**M3 wires**

Scale: 3 px per micron.
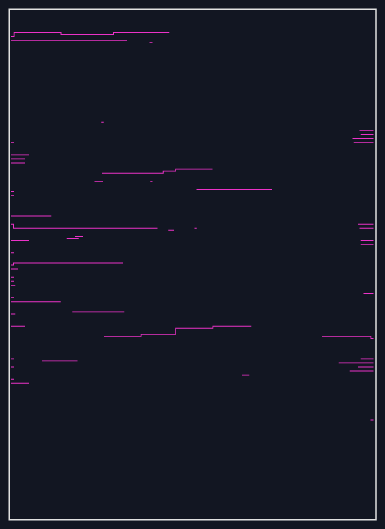
**Clock routing**

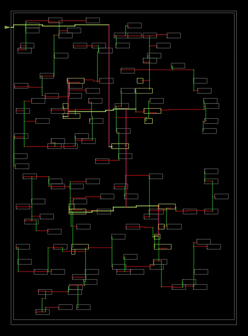
## src/rtl/imem_loader_if.sv

```systemverilog
// Byte-stream and instruction-memory write bus for the image loader.
// The slave modport is the loader: it sinks the byte stream and drives the
// memory write port. The master modport is the surrounding environment.
interface imem_loader_if #(
  parameter int ADDR_W = 32
);
  // upstream byte stream (valid/ready)
  logic              byte_valid;
  logic [7:0]        byte_data;
  logic              byte_ready;

  // instruction sram write port
  logic              mem_cs_n;
  logic              mem_we;
  logic [ADDR_W-1:0] mem_addr;
  logic [31:0]       mem_din;

  modport master (
    output byte_valid,
    output byte_data,
    input  byte_ready,
    input  mem_cs_n,
    input  mem_we,
    input  mem_addr,
    input  mem_din
  );

  modport slave (
    input  byte_valid,
    input  byte_data,
    output byte_ready,
    output mem_cs_n,
    output mem_we,
    output mem_addr,
    output mem_din
  );
endinterface

```

## src/rtl/imem_loader.sv

```systemverilog
// imem_loader: packs a byte stream big-endian into 32-bit words and writes
// them to the instruction sram at consecutive word addresses, holding the
// CPU in reset until the whole image has been written.
//
// Optional feature macro: LOADER_CHECKSUM_EN
//   When defined, a running XOR of the image bytes is compared against one
//   trailing byte after the last write; a mismatch sets err and keeps the
//   CPU in reset. When undefined there is no CHECK state and err is 0.
module imem_loader #(
  parameter int                ADDR_W    = 32,
  parameter int                CNT_W     = 16,
  parameter logic [ADDR_W-1:0] BASE_ADDR = '0
) (
  input  logic             clk,
  input  logic             reset,
  input  logic             start,
  input  logic [CNT_W-1:0] num_words,
  imem_loader_if.slave     bus,
  output logic             cpu_reset,
  output logic             cpu_en,
  output logic             busy,
  output logic             done,
  output logic             err
);

`ifdef LOADER_CHECKSUM_EN
  typedef enum logic [2:0] {
    S_IDLE  = 3'd0,
    S_RECV  = 3'd1,
    S_WRITE = 3'd2,
    S_CHECK = 3'd3,
    S_DONE  = 3'd4
  } state_t;
`else
  typedef enum logic [2:0] {
    S_IDLE  = 3'd0,
    S_RECV  = 3'd1,
    S_WRITE = 3'd2,
    S_DONE  = 3'd4
  } state_t;
`endif

  state_t            state_reg, state_next;
  logic [1:0]        byte_idx_reg, byte_idx_next;
  logic [CNT_W-1:0]  word_idx_reg, word_idx_next;
  logic [CNT_W-1:0]  num_words_reg, num_words_next;
  logic [31:0]       word_reg, word_next;
  logic [ADDR_W-1:0] mem_addr_reg, mem_addr_next;
  logic [31:0]       mem_din_reg, mem_din_next;
`ifdef LOADER_CHECKSUM_EN
  logic [7:0]        csum_reg, csum_next;
  logic              err_reg, err_next;
`endif

  logic              byte_ready_c;
  logic              mem_cs_n_c;
  logic              mem_we_c;
  logic              image_xfer;
  logic [31:0]       packed_word;
  logic [CNT_W:0]    word_idx_inc;
  logic              last_word;
  logic [ADDR_W-1:0] wr_addr;
  logic              err_int;

  // A byte of the image is consumed only in RECV when upstream offers one.
  assign image_xfer = (state_reg == S_RECV) && bus.byte_valid;

  // Current word with the incoming byte dropped into its lane; byte k of the
  // word lands in bits [31-8k -: 8] so the first byte received is the MSB.
  // Every lane is rewritten once per word, so no stale bytes survive.
  for (genvar gi = 0; gi < 4; gi++) begin : g_lane
    assign packed_word[31-8*gi -: 8] =
      (image_xfer && (byte_idx_reg == 2'(gi))) ? bus.byte_data
                                               : word_reg[31-8*gi -: 8];
  end

  // Word index compared one-wider so num_words at full scale cannot wrap.
  assign word_idx_inc = {1'b0, word_idx_reg} + {{CNT_W{1'b0}}, 1'b1};
  assign last_word    = (word_idx_inc >= {1'b0, num_words_reg});

  // Byte address of the word about to be written (wraps mod 2^ADDR_W).
  assign wr_addr = BASE_ADDR + (ADDR_W'(word_idx_reg) << 2);

  // State register.
  always_ff @(posedge clk) begin
    if (reset) begin
      state_reg <= S_IDLE;
    end else begin
      state_reg <= state_next;
    end
  end

  // Next-state, next-datapath and per-state bus/status outputs.
  always_comb begin
    state_next     = state_reg;
    byte_idx_next  = byte_idx_reg;
    word_idx_next  = word_idx_reg;
    num_words_next = num_words_reg;
    word_next      = word_reg;
    mem_addr_next  = mem_addr_reg;
    mem_din_next   = mem_din_reg;
`ifdef LOADER_CHECKSUM_EN
    csum_next      = csum_reg;
    err_next       = err_reg;
`endif
    byte_ready_c   = 1'b0;
    mem_cs_n_c     = 1'b1;
    mem_we_c       = 1'b0;
    busy           = 1'b0;
    done           = 1'b0;

    case (state_reg)
      S_IDLE, S_DONE: begin
        done = (state_reg == S_DONE);
        // A new load restarts every counter; an empty image finishes at once.
        if (start) begin
          num_words_next = num_words;
          word_idx_next  = '0;
          byte_idx_next  = '0;
          word_next      = '0;
`ifdef LOADER_CHECKSUM_EN
          csum_next      = '0;
          err_next       = 1'b0;
`endif
          state_next     = (num_words == '0) ? S_DONE : S_RECV;
        end
      end

      S_RECV: begin
        busy         = 1'b1;
        byte_ready_c = 1'b1;
        if (bus.byte_valid) begin
          word_next     = packed_word;
          byte_idx_next = byte_idx_reg + 2'd1;
`ifdef LOADER_CHECKSUM_EN
          csum_next     = csum_reg ^ bus.byte_data;
`endif
          // Fourth byte completes the word: latch the write for next cycle.
          if (byte_idx_reg == 2'd3) begin
            mem_din_next  = packed_word;
            mem_addr_next = wr_addr;
            state_next    = S_WRITE;
          end
        end
      end

      S_WRITE: begin
        busy       = 1'b1;
        mem_cs_n_c = 1'b0;
        mem_we_c   = 1'b1;
        if (!last_word) begin
          word_idx_next = word_idx_reg + 1'b1;
          state_next    = S_RECV;
        end else begin
`ifdef LOADER_CHECKSUM_EN
          state_next = S_CHECK;
`else
          state_next = S_DONE;
`endif
        end
      end

`ifdef LOADER_CHECKSUM_EN
      S_CHECK: begin
        busy         = 1'b1;
        byte_ready_c = 1'b1;
        // The trailing byte must equal the XOR of every image byte.
        if (bus.byte_valid) begin
          err_next   = (bus.byte_data != csum_reg);
          state_next = S_DONE;
        end
      end
`endif

      default: begin
        state_next = S_IDLE;
      end
    endcase
  end

  // Datapath registers; reset discards any partially assembled word.
  always_ff @(posedge clk) begin
    if (reset) begin
      byte_idx_reg  <= '0;
      word_idx_reg  <= '0;
      num_words_reg <= '0;
      word_reg      <= '0;
      mem_addr_reg  <= '0;
      mem_din_reg   <= '0;
    end else begin
      byte_idx_reg  <= byte_idx_next;
      word_idx_reg  <= word_idx_next;
      num_words_reg <= num_words_next;
      word_reg      <= word_next;
      mem_addr_reg  <= mem_addr_next;
      mem_din_reg   <= mem_din_next;
    end
  end

`ifdef LOADER_CHECKSUM_EN
  // Checksum accumulator and sticky error flag (cleared by the next start).
  always_ff @(posedge clk) begin
    if (reset) begin
      csum_reg <= '0;
      err_reg  <= 1'b0;
    end else begin
      csum_reg <= csum_next;
      err_reg  <= err_next;
    end
  end

  assign err_int = err_reg;
`else
  assign err_int = 1'b0;
`endif

  // The CPU runs only after a clean load; any other state holds it in reset.
  assign err       = err_int;
  assign cpu_en    = (state_reg == S_DONE) && !err_int;
  assign cpu_reset = !cpu_en;

  assign bus.byte_ready = byte_ready_c;
  assign bus.mem_cs_n   = mem_cs_n_c;
  assign bus.mem_we     = mem_we_c;
  assign bus.mem_addr   = mem_addr_reg;
  assign bus.mem_din    = mem_din_reg;

endmodule

```

## src/flat_wrapper.sv

```systemverilog
// flat-port wrapper written by rule: the top's interface ports become plain ports
module imem_loader_flat 
#(
  parameter int                ADDR_W    = 32,
  parameter int                CNT_W     = 16,
  parameter logic [ADDR_W-1:0] BASE_ADDR = '0
)
  (clk, reset, start, num_words, cpu_reset, cpu_en, busy, done, err, bus_byte_valid, bus_byte_data, bus_byte_ready, bus_mem_cs_n, bus_mem_we, bus_mem_addr, bus_mem_din);
  imem_loader_if #(.ADDR_W(ADDR_W)) bus_i ();
  input  logic clk;
  input  logic reset;
  input  logic start;
  input  logic [CNT_W-1:0] num_words;
  output logic cpu_reset;
  output logic cpu_en;
  output logic busy;
  output logic done;
  output logic err;
  input wire logic [$bits(bus_i.byte_valid)-1:0] bus_byte_valid;
  input wire logic [$bits(bus_i.byte_data)-1:0] bus_byte_data;
  output wire logic [$bits(bus_i.byte_ready)-1:0] bus_byte_ready;
  output wire logic [$bits(bus_i.mem_cs_n)-1:0] bus_mem_cs_n;
  output wire logic [$bits(bus_i.mem_we)-1:0] bus_mem_we;
  output wire logic [$bits(bus_i.mem_addr)-1:0] bus_mem_addr;
  output wire logic [$bits(bus_i.mem_din)-1:0] bus_mem_din;
  assign bus_i.byte_valid = bus_byte_valid;
  assign bus_i.byte_data = bus_byte_data;
  assign bus_byte_ready = bus_i.byte_ready;
  assign bus_mem_cs_n = bus_i.mem_cs_n;
  assign bus_mem_we = bus_i.mem_we;
  assign bus_mem_addr = bus_i.mem_addr;
  assign bus_mem_din = bus_i.mem_din;
  imem_loader #(.ADDR_W(ADDR_W), .CNT_W(CNT_W), .BASE_ADDR(BASE_ADDR)) u_core (.clk(clk), .reset(reset), .start(start), .num_words(num_words), .bus(bus_i), .cpu_reset(cpu_reset), .cpu_en(cpu_en), .busy(busy), .done(done), .err(err));
endmodule
```

## config.mk

```make
export PLATFORM = sky130hd
export DESIGN_NAME = imem_loader_flat
export DESIGN_NICKNAME = d
export VERILOG_FILES = /design/src/rtl/imem_loader_if.sv /design/src/rtl/imem_loader.sv /design/src/flat_wrapper.sv
export SDC_FILE = /design/constraint.sdc
export NUM_CORES = 1
export LEC_CHECK = 0
export ABC_AREA = 1
export CELL_PAD_IN_SITES_DETAIL_PLACEMENT = 0
export CELL_PAD_IN_SITES_GLOBAL_PLACEMENT = 2
export CORE_ASPECT_RATIO = 1.4
export CORE_UTILIZATION = 26
export CTS_CLUSTER_SIZE = 30
export DETAILED_ROUTE_END_ITERATION = 16
export MAX_ROUTING_LAYER = met4
export PLACE_DENSITY_LB_ADDON = 0.1
export REMOVE_ABC_BUFFERS = 1
export SYNTH_ARGS = -nofsm -noshare
export SYNTH_HDL_FRONTEND = slang
export SYNTH_SLANG_ARGS = --single-unit
```

## constraint.sdc

```tcl
create_clock -name clk -period 2.58 [get_ports clk]
set_input_delay 0.645 -clock clk [delete_from_list [all_inputs] [get_ports clk]]
set_output_delay 0.645 -clock clk [all_outputs]
set_load 0.01 [all_outputs]
```

==> flow_summary.json <==
{
  "yosysTopAreaCell": "dfxtp_1",
  "port_buffers": 82,
  "synth.area.top_cells": "dfxtp_1, nand2_1, o21ai_0",
  "power_uw": 3830,
  "worst_path_dominant_cell_family": "simple AND/OR/NAND/NOR gates",
  "p_leak_uw": 0.00291,
  "num_rows": 61,
  "power_density_mw_per_mm2": 536,
  "first_pass_iters": 6,
  "ant_nets": 0,
  "path_clk_slew_ps": 70,
  "gr-total-overflow": 0,
  "ys_cells": 735,
  "path_cells": "ha_4 > nand2_4 > nor2_4 > nand3_2 > nor2_2 > xor2_1 > inv_1 > ha_4 > nand2_2 > nor2_1 > nand2_1 > o21ai_1 > nand2_1 > nand4_4 > buf_12 > nand2_8 > nor2_1 > nor2_1",
  "dp.cells": 1080,
  "clock-root-buffer": "clkbuf_16",
  "chipWidth_microns": 122,
  "fp.coreArea_sq_mm": 0.0198,
  "design_area_sq_mm": 0.00714,
  "fp_util": 0.264,
  "ir_drop_mv": 0.251,
  "io_pins": 100,
  "routabilityCongestion": 0.824,
  "critPathMaxFanout": 8,
  "synth_flops": 109,
  "grt_pass1_vias": 4909,
  "grt_max_degree": 45,
  "synth_cell_type_count": 31,
  "largest_reg_flops": 32,
  "via_per_inst": 4.45,
  "area_growth_pct": 36.7,
  "worstSkewPairLatency_ps": 360,
  "reg2reg_slack_ps": -20,
  "max-slew-margin-rel": 0.495,
  "die_area_sq_mm": 0.0207,
  "min_path_type": "flip-flop to flip-flop",
  "drive_gt1_frac": 0.160,
  "netlist_instances": 735,
  "yosys_area_sq_mm": 0.00522,
  "tightest_slew_ps": 756,
  "finalNetCount": 902,
  "htree_levels": 3,
  "edf_count": 0,
  "status": "finished with violations",
  "setup_viol": 7,
  "ys.flop_type": "dfxtp_1",
  "dpl.hpwl_microns": 10900,
  "violations": "negative setup slack",
  "worstPathRequired_ps": 2830,
  "fmax_mhz": 384,
  "max_cap_violations": 0,
  "startpoint_type": "flip-flop",
  "grt_pass1_wl_microns": 25200,
  "slowest_stage": "dfxtp_2",
  "n_fill_cell": 2143,
  "end_kind": "flip-flop",
  "critPathMaxStageDelay_ps": 360,
  "async_flop_share": 0,
  "grt_setup_unrepaired": "yes",
  "cts_tree": "done",
  "synth_area_sq_mm": 0.00522,
  "warnings": 30,
  "cts.path.max_buffers": 2,
  "stdcell_count": 1111,
  "fin_util": 0.361,
  "drc": 0,
  "path_buffers": 2,
  "placed_cell_area_sq_mm": 0.00651,
  "hold_slack_ps": 462,
  "cp_common_cell": "nor2_1",
  "antenna_found_initial": 1,
  "syn-mean-instance-area_sq_um": 7.10,
  "postLayoutSetupSlackWorst_ps": -23.7,
  "wl_per_cell_microns": 14.0,
  "fin_crit_sh": 1.01,
  "min_period_ps": 2600,
  "die_h_microns": 170,
  "cp.arrival_ps": 2850,
  "drt_iter0_drc": 166,
  "finalHoldViolations": 0,
  "final_max_slew_viol_count": 0,
  "track_usage": 0.164,
  "yosysWarnings": 0,
  "crit_type": "flip-flop to flip-flop",
  "ys_seq_frac": 0.418
}
Back to the opening pictures, 'M3 wires':
share of all routed wire: 3.2%
nets with wire on the layer: 47
GR Layer Usage met3: 0.0289
Via Count: 4942
final wirelength: 15500 microns

Back to the opening pictures, 'clock routing':
Clock Skews: 9.81 ps
clock buffers: 9
cts bufs inserted: 9
Flops: 109
Clock Sinks: 109

logic make-up after synthesis:
logic type,share of synthesized area
and+or+nand+nor,0.233
buffers and inverters,0.128
AOI/OAI and AO/OA,0.147
DFF,0.418
adders and majority gates,0.0503
xor gates and xnor gates,0.0235
other,0.000718
path summary, 6_finish.rpt:
| check | cells after the start | startpoint | to |
|---|---|---|---|
| worst min register to register | 2 | u_core.num_words_reg[8] | u_core.num_words_reg[8] |
| worst min-delay path | 2 | u_core.num_words_reg[8] | u_core.num_words_reg[8] |
| worst max-delay path | 18 | u_core.word_idx_reg[0] | u_core.word_idx_reg[2] |
| worst max register to register | 18 | u_core.word_idx_reg[0] | u_core.word_idx_reg[2] |
layout by cell type, fill, tap and decap left out, drive strengths merged, types with 2 or more instances in the layout:
master and count:
nor3 2, clkdlybuf4s50 81, clkinvlp 2, clkbuf 9
nor4 4, xor2 13, a21oi 49, nand3 34
and2 2, dfxtp 109, conb 17, buf 61
nand4 2, nand2 164, nor2 86, ha 21
o21ai 73, inv 99, o22ai 24, clkinv 3
cell type report:
| cell class | instances | area, sq um | area share |
|---|---|---|---|
| clock buffer | 9 | 225 | 0.0316 |
| inverter | 97 | 364 | 0.0510 |
| sequential | 109 | 2190 | 0.306 |
| multi-input combinational | 494 | 2680 | 0.375 |
| timing repair buffer | 142 | 1310 | 0.183 |
| clock inverter | 7 | 57.6 | 0.00806 |
| tap | 252 | 315 | 0.0442 |
| antenna | 1 | 2.50 | 0.000351 |
metrics by stage:
stage	setup TNS [ps]	setup WS, ps
floorplan	-204	-204
global placement	-3480	-216
detailed placement	-3790	-250
CTS	-49.2	-13.7
global route	-3090	-232
finish	-80.0	-23.7
where the power goes:
group | total, uW | leakage (uW) | internal [uW] | switching [uW]
clock network | 1370 | 0.000134 | 671 | 703
logic | 680 | 0.00189 | 280 | 401
registers | 1770 | 0.000886 | 1740 | 34.9
layer usage:
metal | global-route usage | routed length (microns) | up-vias
met5 | - | 0 | -
met1 | 0.181 | 6580 | 2323
met2 | 0.294 | 8270 | 61
li1 | - | - | 2546
met4 | 0.0488 | 201 | 0
met3 | 0.0289 | 495 | 12
cells in the mapped netlist, types with 2 or more instances:
library cell	instances
nand2_1	157
clkbuf_1	25
buf_2	7
o21ai_0	72
dfxtp_1	109
a21oi_1	49
and2_1	2
ha_1	21
nor2_4	2
xor2_1	13
buf_4	18
buf_6	3
inv_2	2
nor3_1	2
nand2_2	3
nand3_1	33
nor2_1	84
nor4_1	4
o22ai_1	24
inv_1	94
worst reg2reg max path: stages (launching register included):
cell	delay, ps
dfxtp_2	360
ha_4	160
nand2_4	60
nor2_4	120
nand3_2	100
nor2_2	120
xor2_1	140
inv_1	90
ha_4	300
nand2_2	60
nor2_1	80
nand2_1	60
o21ai_1	120
nand2_1	110
nand4_4	230
buf_12	150
nand2_8	80
nor2_1	110
nor2_1	50
what timing repair did:
action | in CTS | in global routing
gates cloned | 3 | 0
resized | 37 | 17
hold buffers | 0 | 0
endpoints found under the setup margin | 18 | 18
buffers inserted | 9 | 2
pin swaps | 31 | 13
Power and IR drop assume default switching activity.
